$ cat src/rtl/calc_pkg.sv
// calc_pkg: shared encodings for the multi-cycle execute stage.
//   alu_op_e     - ALU operation codes (12-15 reserved, produce 0)
//   alu_src_a_e  - ALUSrcA mux selects
//   alu_src_b_e  - ALUSrcB mux selects
//   mul_state_e  - multiply sequencer states
package calc_pkg;

  typedef enum logic [3:0] {
    OP_ADD   = 4'd0,
    OP_SUB   = 4'd1,
    OP_AND   = 4'd2,
    OP_OR    = 4'd3,
    OP_XOR   = 4'd4,
    OP_NOR   = 4'd5,
    OP_SLL   = 4'd6,
    OP_SRL   = 4'd7,
    OP_SRA   = 4'd8,
    OP_SLT   = 4'd9,
    OP_PASSB = 4'd10,
    OP_MUL   = 4'd11
  } alu_op_e;

  typedef enum logic [1:0] {
    SRC_A_PC  = 2'd0,
    SRC_A_ONE = 2'd1,
    SRC_A_REG = 2'd2,
    SRC_A_IMM = 2'd3
  } alu_src_a_e;

  typedef enum logic [1:0] {
    SRC_B_REG  = 2'd0,
    SRC_B_ONE  = 2'd1,
    SRC_B_IMM  = 2'd2,
    SRC_B_ZERO = 2'd3
  } alu_src_b_e;

  typedef enum logic [1:0] {
    StIdle = 2'd0,
    StMul  = 2'd1,
    StDone = 2'd2
  } mul_state_e;

endpackage

$ cat src/rtl/calc_alu.sv
// calc_alu: purely combinational ALU.
//   i_op_a, i_op_b : operands (WIDTH)
//   i_op           : operation code (alu_op_e encoding, reserved codes give 0)
//   o_result       : result (WIDTH), modulo 2^WIDTH
//   o_zero         : result == 0
//   o_negative     : result MSB
//   o_carry        : ADD carry-out, SUB no-borrow (a >= b unsigned), else 0
module calc_alu
  import calc_pkg::*;
#(
  parameter int unsigned WIDTH = 16
) (
  input  logic [WIDTH-1:0] i_op_a,
  input  logic [WIDTH-1:0] i_op_b,
  input  logic [3:0]       i_op,
  output logic [WIDTH-1:0] o_result,
  output logic             o_zero,
  output logic             o_negative,
  output logic             o_carry
);

  localparam int unsigned ShW = $clog2(WIDTH);

  logic [ShW-1:0] w_shamt;
  logic [WIDTH:0] w_sum;

  assign w_shamt = i_op_b[ShW-1:0];
  assign w_sum   = {1'b0, i_op_a} + {1'b0, i_op_b};

  always_comb begin
    o_result = '0;
    o_carry  = 1'b0;
    case (alu_op_e'(i_op))
      OP_ADD: begin
        o_result = w_sum[WIDTH-1:0];
        o_carry  = w_sum[WIDTH];
      end
      OP_SUB: begin
        o_result = i_op_a - i_op_b;
        o_carry  = (i_op_a >= i_op_b);
      end
      OP_AND:   o_result = i_op_a & i_op_b;
      OP_OR:    o_result = i_op_a | i_op_b;
      OP_XOR:   o_result = i_op_a ^ i_op_b;
      OP_NOR:   o_result = ~(i_op_a | i_op_b);
      OP_SLL:   o_result = i_op_a << w_shamt;
      OP_SRL:   o_result = i_op_a >> w_shamt;
      OP_SRA:   o_result = $unsigned($signed(i_op_a) >>> w_shamt);
      OP_SLT:   o_result = {{(WIDTH-1){1'b0}}, ($signed(i_op_a) < $signed(i_op_b))};
      OP_PASSB: o_result = i_op_b;
      // Product is produced by the sequencer in the top, never combinationally.
      default:  o_result = '0;
    endcase
  end

  assign o_zero     = (o_result == '0);
  assign o_negative = o_result[WIDTH-1];

endmodule

$ cat src/rtl/calc_datapath_mc.sv
// calc_datapath_mc: execute stage of the multi-cycle processor.
//   A/B operand registers, ALUSrcA/B muxes, ALU, ALUOut register, PCSrc mux,
//   write-enabled flag registers and an iterative shift-add multiplier.
// Ports:
//   i_clk, i_reset          : clock, synchronous active-high reset
//   i_a, i_b                : register-file read data (captured while idle)
//   i_pc, i_imm             : current PC, sign-extended immediate
//   i_alu_src_a/b           : operand mux selects (alu_src_a_e / alu_src_b_e)
//   i_alu_op                : operation (alu_op_e)
//   i_pc_src                : 0 -> o_mux_out = o_alu_result, 1 -> o_alu_out_q
//   i_flag_we               : load flags from the ALU this cycle (idle only)
//   i_start                 : launches a multiply when i_alu_op == OP_MUL
//   o_busy, o_done          : multiply in progress / one-cycle completion pulse
//   o_alu_result            : combinational ALU result
//   o_alu_out_q, o_b_q      : ALUOut and B registers
//   o_mux_out               : PCSrc mux output
//   o_zero/negative/carry   : registered flags
module calc_datapath_mc
  import calc_pkg::*;
#(
  parameter int unsigned WIDTH   = 16,
  // Must equal WIDTH: one multiplier bit is consumed per iteration.
  parameter int unsigned MUL_LAT = WIDTH
) (
  input  logic             i_clk,
  input  logic             i_reset,
  input  logic [WIDTH-1:0] i_a,
  input  logic [WIDTH-1:0] i_b,
  input  logic [WIDTH-1:0] i_pc,
  input  logic [WIDTH-1:0] i_imm,
  input  logic [1:0]       i_alu_src_a,
  input  logic [1:0]       i_alu_src_b,
  input  logic [3:0]       i_alu_op,
  input  logic             i_pc_src,
  input  logic             i_flag_we,
  input  logic             i_start,
  output logic             o_busy,
  output logic             o_done,
  output logic [WIDTH-1:0] o_alu_result,
  output logic [WIDTH-1:0] o_alu_out_q,
  output logic [WIDTH-1:0] o_mux_out,
  output logic [WIDTH-1:0] o_b_q,
  output logic             o_zero,
  output logic             o_negative,
  output logic             o_carry
);

  localparam int unsigned CntW = $clog2(MUL_LAT + 1);
  localparam logic [WIDTH-1:0] One = WIDTH'(1);

  mul_state_e       r_state, w_state_next;
  logic [WIDTH-1:0] r_a, r_b, r_alu_out;
  logic             r_zero, r_negative, r_carry;
  logic [WIDTH-1:0] r_mcand, r_mplier, r_acc;
  logic [CntW-1:0]  r_cnt;

  logic [WIDTH-1:0] w_op_a, w_op_b, w_alu_result;
  logic             w_alu_zero, w_alu_negative, w_alu_carry;
  logic             w_mul_start, w_mul_last;

  // Operand muxes
  always_comb begin
    w_op_a = '0;
    case (alu_src_a_e'(i_alu_src_a))
      SRC_A_PC:  w_op_a = i_pc;
      SRC_A_ONE: w_op_a = One;
      SRC_A_REG: w_op_a = r_a;
      SRC_A_IMM: w_op_a = i_imm;
      default:   w_op_a = '0;
    endcase
  end

  always_comb begin
    w_op_b = '0;
    case (alu_src_b_e'(i_alu_src_b))
      SRC_B_REG:  w_op_b = r_b;
      SRC_B_ONE:  w_op_b = One;
      SRC_B_IMM:  w_op_b = i_imm;
      SRC_B_ZERO: w_op_b = '0;
      default:    w_op_b = '0;
    endcase
  end

  calc_alu #(
    .WIDTH(WIDTH)
  ) u_alu (
    .i_op_a    (w_op_a),
    .i_op_b    (w_op_b),
    .i_op      (i_alu_op),
    .o_result  (w_alu_result),
    .o_zero    (w_alu_zero),
    .o_negative(w_alu_negative),
    .o_carry   (w_alu_carry)
  );

  assign w_mul_start = (r_state == StIdle) && i_start && (i_alu_op == OP_MUL);
  assign w_mul_last  = (r_cnt == CntW'(MUL_LAT - 1));

  // Multiply sequencer: state register
  always_ff @(posedge i_clk) begin
    if (i_reset) begin
      r_state <= StIdle;
    end else begin
      r_state <= w_state_next;
    end
  end

  // Multiply sequencer: next state and handshake outputs
  always_comb begin
    w_state_next = r_state;
    o_busy       = 1'b0;
    o_done       = 1'b0;
    unique case (r_state)
      StIdle: begin
        if (w_mul_start) w_state_next = StMul;
      end
      StMul: begin
        o_busy = 1'b1;
        if (w_mul_last) w_state_next = StDone;
      end
      StDone: begin
        o_done       = 1'b1;
        w_state_next = StIdle;
      end
      default: w_state_next = StIdle;
    endcase
  end

  // Operand, ALUOut, flag and multiplier registers
  always_ff @(posedge i_clk) begin
    if (i_reset) begin
      r_a        <= '0;
      r_b        <= '0;
      r_alu_out  <= '0;
      r_zero     <= 1'b0;
      r_negative <= 1'b0;
      r_carry    <= 1'b0;
      r_mcand    <= '0;
      r_mplier   <= '0;
      r_acc      <= '0;
      r_cnt      <= '0;
    end else begin
      unique case (r_state)
        StIdle: begin
          r_a       <= i_a;
          r_b       <= i_b;
          r_alu_out <= w_alu_result;
          if (i_flag_we) begin
            r_zero     <= w_alu_zero;
            r_negative <= w_alu_negative;
            r_carry    <= w_alu_carry;
          end
          if (w_mul_start) begin
            r_mcand  <= w_op_a;
            r_mplier <= w_op_b;
            r_acc    <= '0;
            r_cnt    <= '0;
          end
        end
        StMul: begin
          // Only the low WIDTH bits of the product are kept, so mcand may shift out.
          r_acc    <= r_acc + (r_mplier[0] ? r_mcand : '0);
          r_mcand  <= r_mcand << 1;
          r_mplier <= r_mplier >> 1;
          r_cnt    <= r_cnt + CntW'(1);
        end
        StDone: begin
          r_alu_out  <= r_acc;
          r_zero     <= (r_acc == '0);
          r_negative <= r_acc[WIDTH-1];
          r_carry    <= 1'b0;
        end
        default: ;
      endcase
    end
  end

  assign o_alu_result = w_alu_result;
  assign o_alu_out_q  = r_alu_out;
  assign o_mux_out    = i_pc_src ? r_alu_out : w_alu_result;
  assign o_b_q        = r_b;
  assign o_zero       = r_zero;
  assign o_negative   = r_negative;
  assign o_carry      = r_carry;

endmodule

$ cat config.mk
export PLATFORM = sky130hd
export DESIGN_NAME = calc_datapath_mc
export DESIGN_NICKNAME = d
export VERILOG_FILES = /design/src/rtl/calc_pkg.sv /design/src/rtl/calc_alu.sv /design/src/rtl/calc_datapath_mc.sv
export SDC_FILE = /design/constraint.sdc
export NUM_CORES = 1
export LEC_CHECK = 0
export CAP_MARGIN = 20
export CORE_MARGIN = 1
export CORE_UTILIZATION = 32
export DETAILED_ROUTE_END_ITERATION = 12
export PLACE_DENSITY_LB_ADDON = 0.1
export SETUP_SLACK_MARGIN = 0.3
export SKIP_LAST_GASP = 1
export SYNTH_ARGS = -nofsm -noshare
export SYNTH_HDL_FRONTEND = slang
export SYNTH_SLANG_ARGS = --single-unit
$ cat constraint.sdc
create_clock -name i_clk -period 6.43 [get_ports i_clk]
set_input_delay 1.286 -clock i_clk [delete_from_list [all_inputs] [get_ports i_clk]]
set_output_delay 1.286 -clock i_clk [all_outputs]
set_load 0.01 [all_outputs]
==> impl_metrics.tcl, run 1 <==
# place-and-route summary
set metrics [dict create \
    clock-root-buffer "sky130_fd_sc_hd__clkbuf_16" \
    fin_crit_ns 6.26 \
    path_buffers 8 \
    critPathRequiredTime_ns 5.14 \
    edf_count 0 \
    timing.hold.worst.class "flop to flop" \
    postCtsResizedCells 165 \
    power_frac_comb_pct 48.3 \
    arrival_ns 4.98 \
    grt_overflow 0 \
    synth_flop_count 106 \
    post_synth_ao_oa_area_fraction_pct 27.6 \
    die_height_um 178 \
    rr_startpoint "r_a[1]" \
    r2r_setup_slack_ns 1.78 \
    cts_hold_repair.buffers 0 \
    synthTopLogicFamily "AND-OR/OR-AND gates" \
    synth.yosys.num_cells 1359 \
    yosysUniqueCellTypes 89 \
    internal-power_mw 1.56 \
    initial_antenna_violation_count 0 \
    cap_violations 0 \
    clk_path_buf_depth 2 \
    worst_setup_hold_path_clk_slew_ns 0.08 \
    worstSetupStartpoint "i_alu_src_a[0]" \
    io_pins 146 \
    grt_pass1_wl_um 70300 \
    post-cts-setup-buffer-count 17 \
    grt_pass1_vias 11300 \
    post-synth-top-count-cell "sky130_fd_sc_hd__nand2_1" \
    min_path_cells 2 \
    route.vias.total 11900 \
    yosys.area_share.xor_xnor_pct 1.76 \
    total_power_mw 2.54 \
    route.detailed.wl_per_inst_um 22.5 \
    fin_hold_ws_ns 0.455 \
    cts_tree "done" \
    cellPowerDensity_nw_per_um2 175 \
    die_w_um 178 \
    warnings 61 \
    placedCellCount 2045 \
    power_frac_seq_pct 27.8 \
    clock_insertion_delay_at_the_later_pin_of_the_skew_report_ns 0.37 \
    layout_top_cell "sky130_fd_sc_hd__buf_4" \
    share_of_layout_cells_above_drive_strength_1_pct 26.9 \
    place_hpwl_um 36900 \
    top_area_share_pct 21.3 \
    syn_avg_cell_area_sq_um 7.32 \
    num-nets-final 1830 \
    clock_net_sink_count 106 \
    common_cells "sky130_fd_sc_hd__nand2_1, sky130_fd_sc_hd__nor2_1, sky130_fd_sc_hd__a21oi_1, sky130_fd_sc_hd__dfxtp_1, sky130_fd_sc_hd__clkbuf_1" \
    postRouteWirelength_um 47000 \
    finalSetupViolations 0 \
    post_synth_main_area_contributors "sky130_fd_sc_hd__dfxtp_1, sky130_fd_sc_hd__ha_1, sky130_fd_sc_hd__nand2_1, sky130_fd_sc_hd__a21oi_1, sky130_fd_sc_hd__mux2i_1" \
    worst_setup_path_start_kind "primary input" \
    pre_cts_slack_ns -0.707 \
    status "complete, no violations" \
    ys_sh_adder_pct 8.91 \
    dieArea_sq_um 31800 \
]
==> run 1: worst register-to-register path: stages (launching register included) <==
cell                      delay (ns)
sky130_fd_sc_hd__dfxtp_1        0.33
sky130_fd_sc_hd__mux2_4         0.27
sky130_fd_sc_hd__a22o_4         0.25
sky130_fd_sc_hd__buf_4          0.14
sky130_fd_sc_hd__fa_2           0.37
sky130_fd_sc_hd__nor3b_1        0.17
sky130_fd_sc_hd__or3_4          0.42
sky130_fd_sc_hd__a211o_1        0.31
sky130_fd_sc_hd__a221o_1        0.41
sky130_fd_sc_hd__a311o_1        0.39
sky130_fd_sc_hd__buf_4          0.16
sky130_fd_sc_hd__or4_1          0.48
sky130_fd_sc_hd__or4_1          0.53
sky130_fd_sc_hd__nor4_2         0.17
sky130_fd_sc_hd__a41o_1         0.20
==> run 1: power groups by stage <==
stage	clock network, mW	registers (mW)	logic (mW)
3_5_place_dp	0	0.721	1.10
3_3_place_gp	0	0.721	1.10
2_1_floorplan	0	0.724	0.495
6_report	0.607	0.707	1.23
4_1_cts	0.625	0.707	1.17
5_1_grt	0.647	0.710	1.30
==> run 1: layout make-up <==
| class | count | share of cell area [%] |
|---|---|---|
| flip-flops and latches | 106 | 14.6 |
| inverters | 51 | 1.33 |
| well taps | 396 | 3.42 |
| clock inverters | 7 | 0.613 |
| clock buffers | 9 | 1.55 |
| repair buffers | 417 | 25.0 |
| multi-input cells | 1099 | 53.5 |
==> run 1: metrics by stage <==
step,area [sq um],TNS [ns]
finish,14500,0
global route,14500,0
CTS,14300,0
detailed placement,13400,-12.59
global placement,13400,-12.00
floorplan,9940,0
==> run 1: layer usage <==
metal,vias to the layer above,wire (um),track usage [%]
met2,452,20500,45.2
met1,5758,22600,43.3
met3,47,2910,3.43
li1,5623,-,-
met5,-,0,0
met4,0,992,7.73
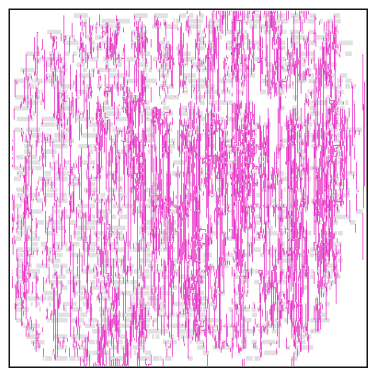
(run_1/m2.png)
Drawn at 2 px/um. Cells faint in the background.
longest straight run = 66.8 um
share of all routed wire = 44%

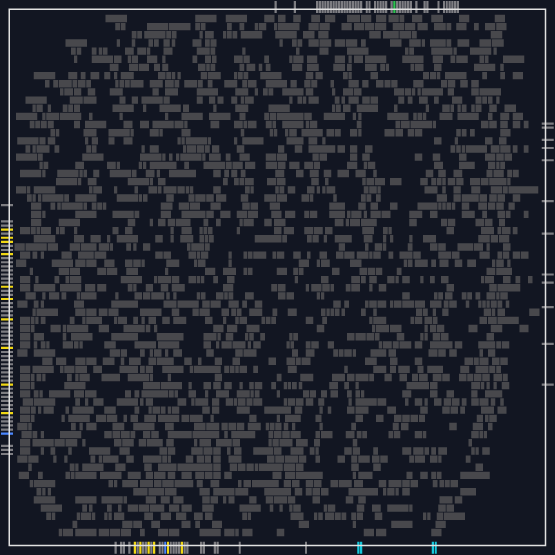
(run_1/pinout.png)
Drawn at 3 px/um. Pins as bars across the die edge, other pins in gray.
`i_imm` -> yellow  # pins 16, direction input, edge 10 west, 6 south
`i_alu_src_a` -> blue  # pins 2, direction input, edge 1 west, 1 south
`o_done` -> green  # pins 1, direction output, edge north
`i_alu_op` -> cyan  # pins 4, direction input, edge south
all pins by edge = 57 west, 44 north, 33 south, 12 east

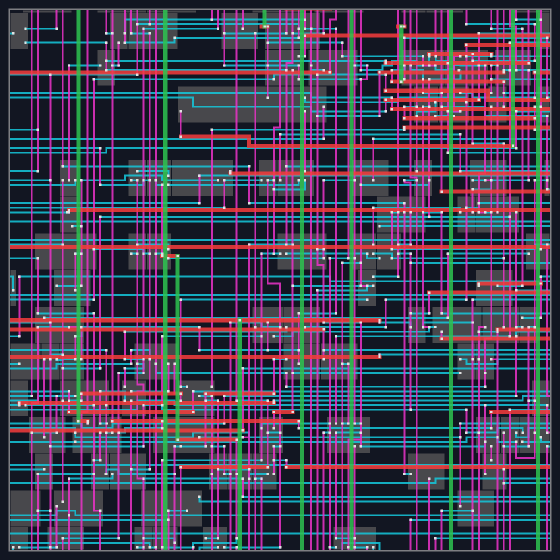
(run_1/closeup.png)
Window x 69 to 109, y 69 to 109 um. Cells in gray, sequential cells in the stronger gray; small squares are vias.
M4 -> green
M2 -> magenta
M3 -> red
M1 -> cyan
most frequent = buf_4 (17), nor2_1 (12), nand2_1 (9)
sequential cells in the window = 0
cells with their middle in the window = 85

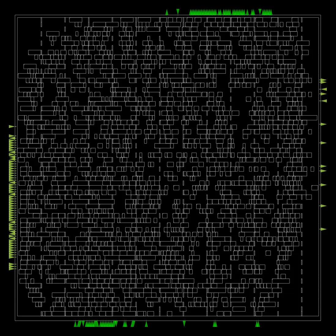
(run_1/placed.png)
final core utilization: 47.4%
area of the core region: 30600 sq um
fraction of standard cell area that is sequential: 14.6%
standard-cell row count: 64
filler cell count: 3055

==> run_1/layers.png <==
Drawn at 2 px/um. Only two layers are drawn.
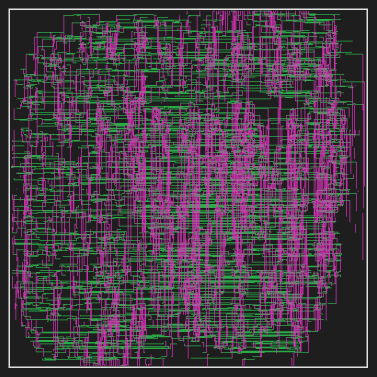

==> run 1 -> run 2 <==
--- a/config.mk
+++ b/config.mk
@@ -9,6 +9,7 @@
 export CORE_MARGIN = 1
 export CORE_UTILIZATION = 32
 export DETAILED_ROUTE_END_ITERATION = 12
+export GPL_ROUTABILITY_DRIVEN = 0
 export PLACE_DENSITY_LB_ADDON = 0.1
 export SETUP_SLACK_MARGIN = 0.3
 export SKIP_LAST_GASP = 1
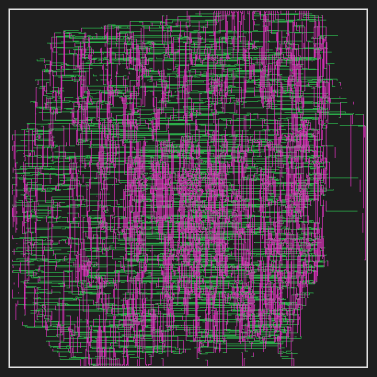
(run_2/layers.png)
Drawn at 2 px/um. Only two layers are drawn.
M1 -> green  # wire length 20.1 mm
M2 -> magenta  # wire length 19200 um

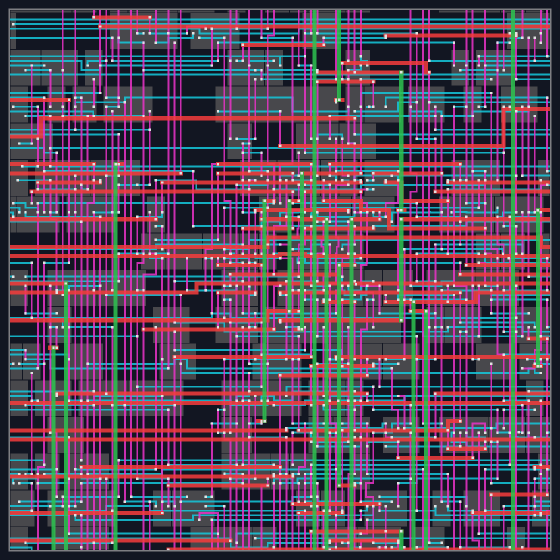
(run_2/closeup.png)
Window x 69 to 109, y 69 to 109 um. Cells in gray, sequential cells in the stronger gray; small squares are vias.
M1 -> cyan
M4 -> green
M3 -> red
M2 -> magenta
most frequent = buf_4 (19), mux2i_1 (12), nor2_1 (11)
sequential cells in the window = 0
cells with their middle in the window = 116

==> impl_metrics.tcl, run 2 <==
# place-and-route summary
set metrics [dict create \
    status "complete, no violations" \
    share_of_layout_cells_above_drive_strength_1_pct 25.8 \
    timing_hold_violations_final 0 \
    warnings 61 \
    rsz_0062_raised_after_global_routing "true" \
    multiInputCombCellCount 1099 \
    area.share.combinational_pct 54.4 \
    cap_violations 0 \
    postRouteWirelength_um 44000 \
    wl_met1_um 20100 \
    fin_crit_ns 6.12 \
    cts_hold_repair.buffers 0 \
    layout.cells.largest_class "logic gates" \
    design.core.area_sq_um 30600 \
    grtUsageMet3_pct 4.77 \
    grt_overflow 0 \
    buffers 396 \
    series_of_cell_instances_along_the_critical_path "buf_6 > buf_8 > buf_12 > mux2_4 > a22o_4 > fa_2 > nor3b_4 > or3_4 > a41oi_4 > a21oi_2 > a21oi_2 > o21ai_2 > a211oi_2 > o21ai_2 > buf_4 > mux2_2 > clkbuf_2" \
    final_core_utilization_pct 46.7 \
    arrival_ns 4.83 \
    hp-start "r_a[7]" \
    routed-wl-met2_um 19200 \
    edf_count 0 \
    layout_top_cell "sky130_fd_sc_hd__buf_4" \
    synth_flop_count 106 \
    min_period_over_period_pct 95.2 \
    route.top_layer_used "met4" \
    insertedDiodeCount 0 \
    tap_cells 396 \
    timing.hold.worst.class "flop to flop" \
    worst_setup_path_start_kind "primary input" \
    place_hpwl_um 34100 \
    num-nets-final 1809 \
    total_power_mw 2.48 \
    post-cts-setup-buffer-count 9 \
    grtUsageMet1_pct 38.3 \
    die_w_um 178 \
    maxSlewViolCount 0 \
    path_buffers 5 \
    seq_share_pct 14.9 \
    area_figure_in_the_yosys_stat_output_sq_um 9940 \
    initial_antenna_violation_count 0 \
    non_clock_buffer_area_share_pct 23.6 \
    worst_setup_hold_path_clk_slew_ns 0.10 \
    route.vias.total 11700 \
    clock_net_sink_count 106 \
    postCtsResizedCells 136 \
    post-synth-top-count-cell "sky130_fd_sc_hd__nand2_1" \
    io_pins 146 \
    grt_pass1_vias 11400 \
    cts_tree "done" \
    cellPowerDensity_nw_per_um2 174 \
    dieArea_sq_um 31800 \
    grt_pass1_wl_um 67000 \
    die_height_um 178 \
    critPathRequiredTime_ns 5.14 \
    worstSetupStartpoint "i_alu_src_a[0]" \
    clock-root-buffer "sky130_fd_sc_hd__clkbuf_16" \
    global_route.peak_usage_layer "met2" \
    finalSetupViolations 0 \
    clock_buffer_count 9 \
    synth.yosys.num_cells 1359 \
    yosysUniqueCellTypes 89 \
    placementRows 64 \
    detailroute.wirelength.met3_um 3270 \
    syn_avg_cell_area_sq_um 7.32 \
    clock_tree_area_fraction_pct 2.22 \
    route.detailed.wl_per_inst_um 21.3 \
    post_synth_main_area_contributors "sky130_fd_sc_hd__dfxtp_1, sky130_fd_sc_hd__ha_1, sky130_fd_sc_hd__nand2_1, sky130_fd_sc_hd__a21oi_1, sky130_fd_sc_hd__mux2i_1" \
    nonClockInverterCount 51 \
]
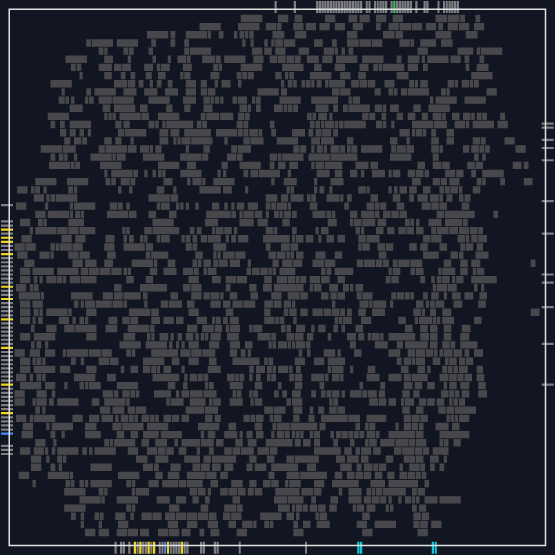
(run_2/pinout.png)
Drawn at 3 px/um. Pins as bars across the die edge, other pins in gray.
`i_alu_op` -> cyan  # pins 4, direction input, edge south
`o_done` -> green  # pins 1, direction output, edge north
`i_alu_src_a` -> blue  # pins 2, direction input, edge 1 west, 1 south
`i_imm` -> yellow  # pins 16, direction input, edge 10 west, 6 south

run 2: path summary, 6_finish.rpt:
path,end,slack [ns],cells past startpoint
max,o_mux_out[12],0.31,17
min,r_a[7],0.45,2
max reg2reg,o_zero,1.77,13
min reg2reg,r_a[7],0.45,2
run 2: cells by family (layout without fill, tap and decap cells):
| logic type | after synthesis | in the layout | synth area share (%) |
|---|---|---|---|
| xor gates and xnor gates | 20 | 20 | 1.76 |
| muxes | 95 | 95 | 10.4 |
| AOI/OAI and AO/OA | 410 | 410 | 27.6 |
| DFF | 106 | 106 | 21.3 |
| adders and majority gates | 69 | 69 | 8.91 |
| buffers and inverters | 154 | 463 | 6.31 |
| and+or+nand+nor | 505 | 505 | 23.7 |
run 2: report_power, final:
part / total, mW / internal [mW] / switching, mW / leakage (nW)
combinational: 1.17 / 0.557 / 0.612 / 5.03
clock: 0.604 / 0.283 / 0.321 / 0.152
sequential: 0.706 / 0.684 / 0.0224 / 0.867
total: 2.48 / 1.52 / 0.955 / 6.05
run 2: tightest hold or removal path, cell delays in order (launching register included):
cell	delay (ns)
sky130_fd_sc_hd__dfxtp_1	0.32
sky130_fd_sc_hd__nand2_1	0.05
sky130_fd_sc_hd__a21oi_1	0.05
run 2: per-stage QoR:
| step | hold slack, ns | std cells | TNS, ns | setup WS (ns) | cell area (sq um) |
|---|---|---|---|---|---|
| finish | 0.455 | 2064 | 0 | 0.310 | 14300 |
| global route | 0.475 | 2064 | 0 | 0.219 | 14300 |
| CTS | 0.458 | 2059 | 0 | 0.212 | 14000 |
| detailed placement | 0.444 | 2033 | -11.31 | -0.669 | 13300 |
| global placement | 0.442 | 2033 | -10.02 | -0.622 | 13300 |
| floorplan | 0.432 | 1359 | 0 | 0.308 | 9940 |
Power is estimated from default activity; no workload was simulated.
